### src/rtl/sram_port_arbiter.sv
`default_nettype none
// ============================================================================
// sram_port_arbiter : round-robin sharing of one SRAM s1 port by NUM_REQ
// requesters. Optional macro: SRAM_ARB_FIXED_PRI0_EN (requester 0 absolute).
// Revision: 1.0
// ============================================================================
module sram_port_arbiter #(
   parameter int NUM_REQ = 4,
   parameter int AW      = 8,
   parameter int DW      = 32,
   parameter int RD_LAT  = 1
) (
   input  logic                      clk,
   input  logic                      reset,
   input  logic                      arb_en,
   input  logic [NUM_REQ-1:0]        req_valid,
   output logic [NUM_REQ-1:0]        req_ready,
   input  logic [NUM_REQ-1:0]        req_write,
   input  logic [NUM_REQ*AW-1:0]     req_addr,
   input  logic [NUM_REQ*DW-1:0]     req_wdata,
   input  logic [NUM_REQ*DW/8-1:0]   req_be,
   output logic [NUM_REQ-1:0]        rsp_valid,
   output logic [DW-1:0]             rsp_rdata,
   output logic [AW-1:0]             sram_address,
   output logic                      sram_clken,
   output logic                      sram_chipselect,
   output logic                      sram_write,
   output logic [DW-1:0]             sram_writedata,
   output logic [DW/8-1:0]           sram_byteenable,
   input  logic [DW-1:0]             sram_readdata
);
   localparam int BW  = DW / 8;
   localparam int IDW = $clog2(NUM_REQ);

   logic [IDW-1:0]              rr_ptr_q, rr_ptr_d;
   logic [IDW-1:0]              win, win_next;
   logic                        found, hs;
   logic [NUM_REQ-1:0]          grant;
   logic [AW-1:0]               sram_address_q, sram_address_d;
   logic [DW-1:0]               sram_writedata_q, sram_writedata_d;
   logic [BW-1:0]               sram_byteenable_q, sram_byteenable_d;
   logic                        sram_chipselect_q, sram_chipselect_d;
   logic                        sram_write_q, sram_write_d;
   logic                        sram_clken_q, sram_clken_d;
   logic [IDW-1:0]              issue_id_q, issue_id_d;
   logic [RD_LAT-1:0]           tag_vld_q, tag_vld_d;
   logic [RD_LAT-1:0][IDW-1:0]  tag_id_q, tag_id_d;

   // Scan starts at rr_ptr and wraps; with fixed priority, index 0 is
   // excluded from the rotation and overrides it instead.
   always_comb begin : grant_scan
      int             idx;
      logic [IDW-1:0] idx_sel;
      idx     = 0;
      idx_sel = '0;
      win     = '0;
      found   = 1'b0;
      for (int k = 0; k < NUM_REQ; k++) begin
         idx = int'(rr_ptr_q) + k;
         if (idx >= NUM_REQ) idx = idx - NUM_REQ;
         idx_sel = IDW'(idx);
`ifdef SRAM_ARB_FIXED_PRI0_EN
         if (!found && idx_sel != '0 && req_valid[idx_sel]) begin
`else
         if (!found && req_valid[idx_sel]) begin
`endif
            found = 1'b1;
            win   = idx_sel;
         end
      end
`ifdef SRAM_ARB_FIXED_PRI0_EN
      if (req_valid[0]) begin
         found = 1'b1;
         win   = '0;
      end
`endif
   end

   assign grant     = (found && arb_en && !reset) ? (NUM_REQ'(1) << win) : '0;
   assign hs        = |grant;
   assign req_ready = grant;
   assign win_next  = (win == IDW'(NUM_REQ - 1)) ? '0 : win + 1'b1;

   always_comb begin
      rr_ptr_d = rr_ptr_q;
`ifdef SRAM_ARB_FIXED_PRI0_EN
      if (hs && win != '0) rr_ptr_d = win_next;
`else
      if (hs) rr_ptr_d = win_next;
`endif
   end

   always_comb begin
      sram_address_d    = sram_address_q;
      sram_writedata_d  = sram_writedata_q;
      sram_byteenable_d = sram_byteenable_q;
      issue_id_d        = issue_id_q;
      sram_chipselect_d = 1'b0;
      sram_write_d      = 1'b0;
      sram_clken_d      = 1'b1;
      if (hs) begin
         sram_chipselect_d = 1'b1;
         sram_write_d      = req_write[win];
         sram_address_d    = req_addr[win*AW +: AW];
         sram_writedata_d  = req_wdata[win*DW +: DW];
         sram_byteenable_d = req_be[win*BW +: BW];
         issue_id_d        = win;
      end
   end

   // Stage 0 is loaded at the end of the chipselect cycle, so the last
   // stage lines up with sram_readdata RD_LAT cycles later.
   always_comb begin
      tag_vld_d    = tag_vld_q;
      tag_id_d     = tag_id_q;
      tag_vld_d[0] = sram_chipselect_q & ~sram_write_q;
      tag_id_d[0]  = issue_id_q;
      for (int i = 1; i < RD_LAT; i++) begin
         tag_vld_d[i] = tag_vld_q[i-1];
         tag_id_d[i]  = tag_id_q[i-1];
      end
   end

   always_ff @(posedge clk) begin
      if (reset) begin
         rr_ptr_q          <= '0;
         sram_address_q    <= '0;
         sram_writedata_q  <= '0;
         sram_byteenable_q <= '0;
         sram_chipselect_q <= 1'b0;
         sram_write_q      <= 1'b0;
         sram_clken_q      <= 1'b0;
         issue_id_q        <= '0;
         tag_vld_q         <= '0;
         tag_id_q          <= '0;
      end else begin
         rr_ptr_q          <= rr_ptr_d;
         sram_address_q    <= sram_address_d;
         sram_writedata_q  <= sram_writedata_d;
         sram_byteenable_q <= sram_byteenable_d;
         sram_chipselect_q <= sram_chipselect_d;
         sram_write_q      <= sram_write_d;
         sram_clken_q      <= sram_clken_d;
         issue_id_q        <= issue_id_d;
         tag_vld_q         <= tag_vld_d;
         tag_id_q          <= tag_id_d;
      end
   end

   assign rsp_valid = (tag_vld_q[RD_LAT-1] && !reset) ? (NUM_REQ'(1) << tag_id_q[RD_LAT-1]) : '0;
   assign rsp_rdata = (tag_vld_q[RD_LAT-1] && !reset) ? sram_readdata : '0;

   assign sram_address    = sram_address_q;
   assign sram_writedata  = sram_writedata_q;
   assign sram_byteenable = sram_byteenable_q;
   assign sram_chipselect = sram_chipselect_q;
   assign sram_write      = sram_write_q;
   assign sram_clken      = sram_clken_q;

endmodule
`default_nettype wire

### config.mk
export PLATFORM = sky130hd
export DESIGN_NAME = sram_port_arbiter
export DESIGN_NICKNAME = d
export VERILOG_FILES = /design/src/rtl/sram_port_arbiter.sv
export SDC_FILE = /design/constraint.sdc
export NUM_CORES = 1
export LEC_CHECK = 0
export ABC_AREA = 1
export CORE_MARGIN = 3
export CORE_UTILIZATION = 33
export DETAILED_ROUTE_END_ITERATION = 7
export PLACE_DENSITY = 0.78
export SYNTH_ARGS = -nofsm -noshare
export SYNTH_HDL_FRONTEND = slang
export SYNTH_SLANG_ARGS = --single-unit
### constraint.sdc
create_clock -name clk -period 2.6 [get_ports clk]
set_clock_uncertainty 0.2 [all_clocks]
set_input_delay 0.39 -clock clk [delete_from_list [all_inputs] [get_ports clk]]
set_output_delay 0.39 -clock clk [all_outputs]
set_load 0.005 [all_outputs]
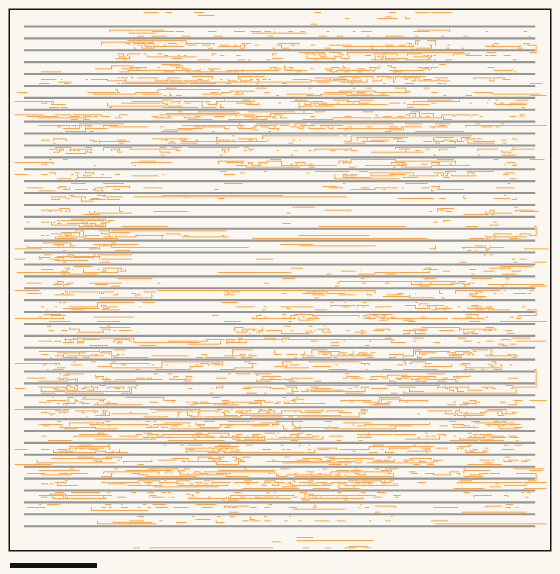
Fig. 1. Metal 1 (run 1).
Bar = 20 um. Supply wires on this layer in grey.
longest straight run	49.7 um
share of all routed wire	36%
M1 GR Usage: 0.254
vias after detailed routing: 6159

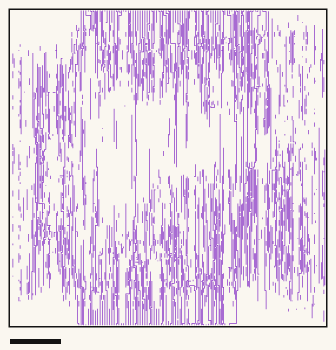
Fig. 2. Met2 routing (run 1).
Bar = 20 um.
wire length on this layer	9930 um
share of all routed wire	52%
longest straight run	60.7 um
grt met2 use: 0.424
drt total wl: 19200 um

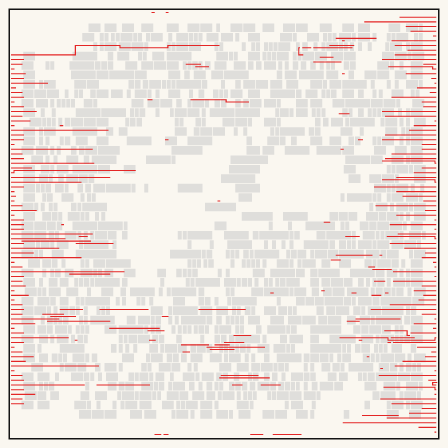
Fig. 3. Met3 routing (run 1).
longest straight run	35.0 um
share of all routed wire	9.1%

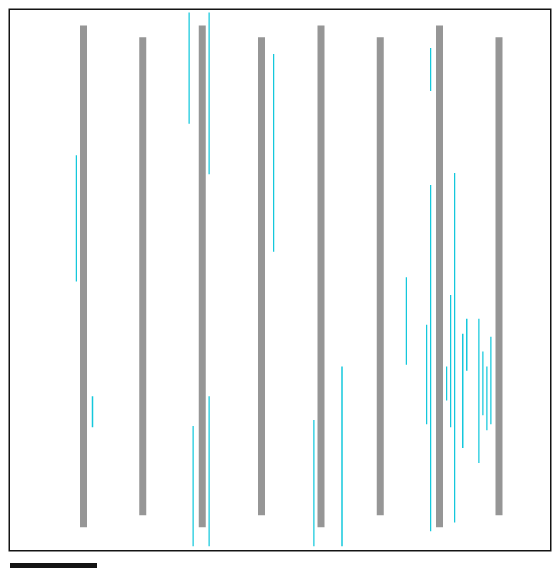
Fig. 4. M4 wires (run 1).
Bar = 20 um. Supply wires on this layer in grey.
wire length on this layer	639 um
main direction	vertical
nets with wire on the layer	22
longest straight run	79.6 um
share of all routed wire	3.3%

==> changes_impl.md, run 1 <==
## Implementation

* Synth warn at 0
* Critical path's top delay family: buffers and inverters
* Outcome: complete, but fails checks
* Most used cell, CP: buf_4
* N_taps at 176
* Post-route clock period utilization at 1.04
* DR pass1 iterations at 5
* Total CTS buffers at 5
* Failing checks: negative setup slack
* Final Worst Setup Slack at -0.104 ns
* Worst flop-to-flop path endpoint: sram_byteenable[3]
* Fin area at 8630 um^2
* Final setup fails at 37
* XOR Share, Synth at 0
* Critical Path AT at 2.11 ns
* Share of the yosys chip area belonging to registers at 0.237
* Signal buffers at 358
* Comb pwr at 6.40 mW
* Die X at 123 um
* Fmax at 370 MHz
* Final layout net count at 1357
* Dominant logic cell types in the final layout: clkdlybuf4s50_1 (296), nand2_1 (259), inv_1 (147), nand3_1 (140), dfxtp_1 (52)
* Flop count at 54
* Place WS at -0.485 ns
* Chip Area, Yosys at 4550 um^2
* Clock share of power at 0.089
* Area used by multi-input combinational logic at 2930 um^2
* # clk buffers at 7
* # rows at 42
* Top layer in use: met4
* Critical Path Source: rr_ptr_q[0]
* Flop share of the area at 0.126
* Worst path slowest cell: dfxtp_4
* CTS tree: yes
* Minimum clock period at 2.70 ns
* CP Cell Sequence: buf_12, nand2_2, nand3_1, nand2_2, inv_2, nand3_2, nand3_4, buf_4, buf_4, buf_4, nor2_2, buf_2
* CTS Sinks at 54
* And+or+nand+nor area frac at 0.546
* Peak VDD IR at 0.000566 V
* Yosys reg bits at 54
* Power Dens Cells at 980 nW/um^2
* Critical Path Start Type: flop
* Type of the worst setup path: flop to output pin
* Syn Nets at 1045
* Yosys cell types at 27
* Routed met3 length at 1750 um
* Chip Height at 123 um
* Grt ovf at 0
Fig. 5: run 1, routing congestion
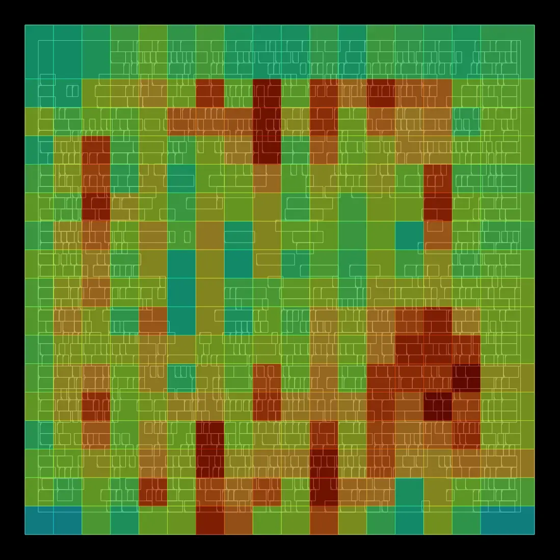

==> run 2: changes to the inputs <==
- CORE_AREA: default -> 3 3 119 121
- CORE_MARGIN: 3 -> default
- CORE_UTILIZATION: 33 -> default
- DIE_AREA: default -> 0 0 122 124
- PLACE_DENSITY: 0.78 -> 0.77
- clock period: 2.6 -> 2.63 ns (I/O delays scaled with it)
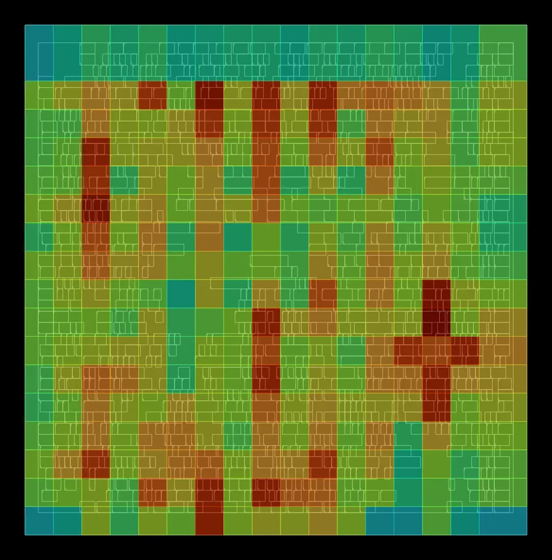
Fig. 6. Routing congestion (run 2).
All-Layer GR Usage: 0.221
grt met2 use: 0.388
M3 GR Usage: 0.0586
final core occ: 0.663

==> changes_impl.md, run 2 <==
## Implementation

* Chip Area, Yosys at 4550 um^2 (unchanged)
* Area used by multi-input combinational logic at 3000 um^2 (+2.3%)
* Fmax at 368 MHz
* Die X at 122 um (-1.2%)
* DRC errors left at 0
* Worst path slowest cell: dfxtp_4
* Synth warn at 0 (unchanged)
* Total CTS buffers at 5 (unchanged)
* Clock share of power at 0.090 (about the same)
* Flop share of the area at 0.125 (-0.00163)
* Dominant logic cell types in the final layout: clkdlybuf4s50_1 (296), nand2_1 (255), inv_1 (146), nand3_1 (132), dfxtp_1 (52)
* Yosys cell types at 27 (unchanged)
* Drt total wl at 18900 um (-1.7%)
* Flop count at 54 (unchanged)
* Grt ovf at 0 (unchanged)
* CTS tree: yes
* Critical Path AT at 2.12 ns (about the same)
* # clk buffers at 7 (unchanged)
* Chip Height at 124 um (+0.45%)
* M1 GR Usage at 0.262 (+0.00779)
* # Cells Yosys at 824
* Critical Path Source: rr_ptr_q[0]
* Routed met3 length at 1610 um (-8.1%)
* Cell taking the most area after synthesis: dfxtp_1
* Type of the worst setup path: flop to output pin
* Peak VDD IR at 0.000756 V (+34%)
* Signal buffers at 365 (+2.0%)
* Final setup fails at 17 (-54%)
* Failing checks: negative setup slack
* Power Dens Cells at 954 nW/um^2 (-2.7%)
* CP Cell Sequence: buf_6, nand2_2, nand2_2, buf_4, nand2_2, nand2_2, a21oi_2, nand2_2, nand2_8, ha_4, buf_4, inv_1, nor2_1, buf_2
* Internal power at 4.36 mW
* Hold depth at 1
* XOR Share, Synth at 0 (unchanged)
* Outcome: complete, but fails checks
* Final Worst Setup Slack at -0.0889 ns (+0.0149 ns)
* Most used cell, CP: nand2_2
* Sequential fraction of design power at 0.155
* Comb pwr at 6.30 mW (-2%)
* Top layer in use: met4
* CTS Sinks at 54 (unchanged)
* Critical Path Start Type: flop
* Critical path's top delay family: buffers and inverters
* Worst flop-to-flop path endpoint: sram_writedata[0]
* DR pass1 iterations at 4 (-1)
* And+or+nand+nor area frac at 0.546 (unchanged)
* Yosys reg bits at 54 (unchanged)
* Post-route clock period utilization at 1.03
* Vias after detailed routing at 6213 (+0.88%)
* Share of the yosys chip area belonging to registers at 0.237 (unchanged)
* N_taps at 176 (unchanged)
* Fin area at 8740 um^2 (+1.3%)
* Final layout net count at 1364 (+0.52%)
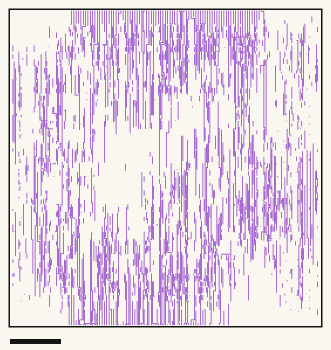
Fig. 7. Met2 routing (run 2).
Bar = 20 um.
longest straight run	47.9 um
nets with wire on the layer	1066
main direction	vertical
share of all routed wire	50%
wire length on this layer	9380 um

Power figures rest on the tool's default switching activity, not on a simulated workload.
